**Cell placement**

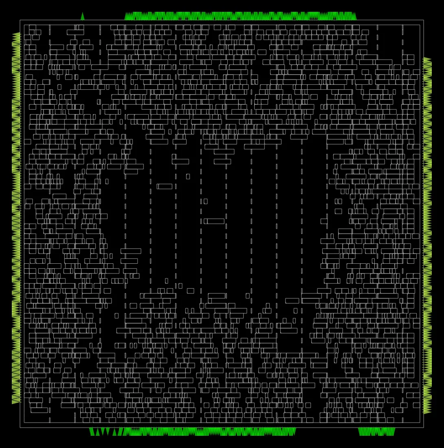
**Met3 routing**

The bar under the picture is 50 um long.
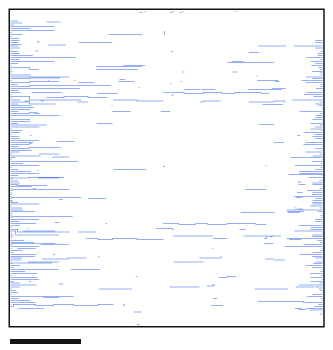
**Signal wires by layer**

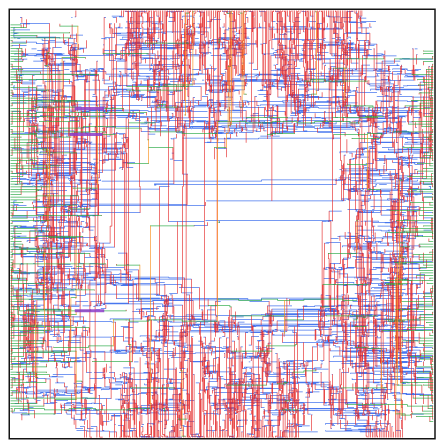
**Layout detail**

Region (90, 47) to (130, 87) um. Cells in gray, sequential cells in the stronger gray; small squares are vias.
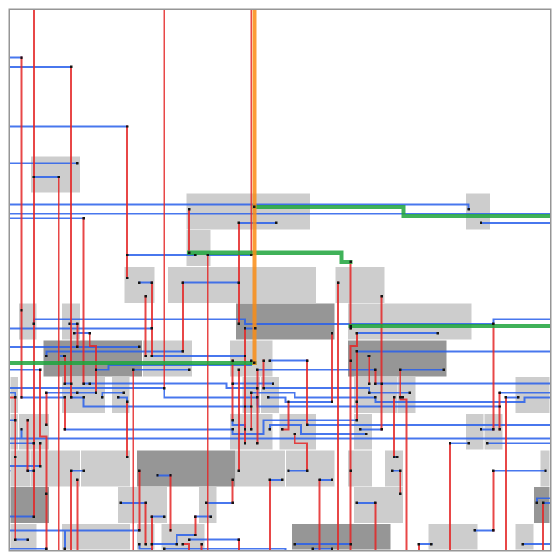
**Clock wires, drivers and flops**

The bar under the picture is 50 um long.
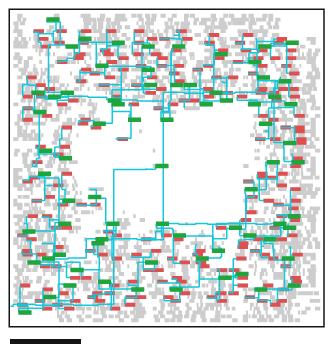
Design memory1_stage, sky130hd; sources not shown.
==> CHANGELOG.md <==
### Metrics

* Status: finished clean
* Share of layout cells above drive strength 1 at 18.98%
* Number of global-route vias before repair at 12100
* Die Span Y at 223 um
* WS Path Type: primary input to output port
* Top cell category: buffers
* Met3 Wirelength at 4365 um
* Hold_buf cts at 0
* GPL Wtd Cong at 0.9272
* Top logic family: buffers and inverters
* Synth unique cells at 31
* Most Crowded Layer GR: met2
* Fin util at 43.22%
* Met2 routed WL at 25000 um
* Top delay family on crit path: buffers and inverters
* Main power group: clock
* Chip Area, Yosys at 11310 um^2
* Synth top area share at 39.30%
* Cell taking the most area after synthesis: dfxtp_1
* P_sw at 2.856 mW
* Num CTS Buffers at 74
* Fin. max-slew vios at 0
* Clock buffer count at 102
* Crit path DRT at 3.93 ns
* Top sig layer: met5
* Clock Path Buffers at 3
* Placement Cell Area at 17660 um^2
* Slowest cell on crit path: clkdlybuf4s50_1
* Iter 0 DRT Violations at 445
* First-pass GRT wire length at 74110 um
* Vias per std cell at 4.305
* Root Driver: clkbuf_16
* R2r worst-path depth at 5
* Final TNS setup at 0 ns
* Yosys warnings at 0
* Dominant register cell: dfxtp_1
* Setup WS pre-CTS at 0.06146 ns
* Grt ovf at 0
* Max Cap Viol at 0
* Seq/Total Area, Yosys at 39.30%
* Non-clk invs at 373
* Setup violations, final at 0
* Internal power at 7.112 mW
* Post-Syn Area at 11310 um^2
* Tcrit/Tclk final at 95.20%
Back to the opening pictures, 'cell placement':
Fillers: 4717
Seq area share: 21.81%
core area: 47150 um^2
flop count: 222

Back to the opening pictures, 'met3 routing':
wire length on this layer: 4370 um
nets with wire on the layer: 347
longest straight run: 57.3 um
met3 global-route usage: 8.007%
routed vias: 11660
Routed Wire Length: 50650 um

Back to the opening pictures, 'signal wires by layer':
[M5] purple | wire length: 43.2 um
[M1] blue | wire length: 19800 um
[M3] green | wire length: 4370 um
[M4] orange | wire length: 1420 um
[M2] red | wire length: 25.0 mm
GRT Total Usage: 19.80%
average wire per standard cell: 18.70 um

Back to the opening pictures, 'layout detail':
[M1] blue
[M2] red
[M3] green
[M4] orange
cells with their middle in the window: 46
sequential cells in the window: 5
most frequent: clkdlybuf4s50_1 (11), inv_1 (9), dfxtp_1 (5)

Back to the opening pictures, 'clock wires, drivers and flops':
[flip-flops] red | count: 222
[clock wires] cyan | length: 4420 um
[clock-net drivers] green | count: 74
flops lie: all over the die
Final Skew: 0.02100 ns
power share of the clock group: 56.2%
clk latency late pin: 0.59 ns

No activity file was given, so power comes from the tool's default toggle rates.
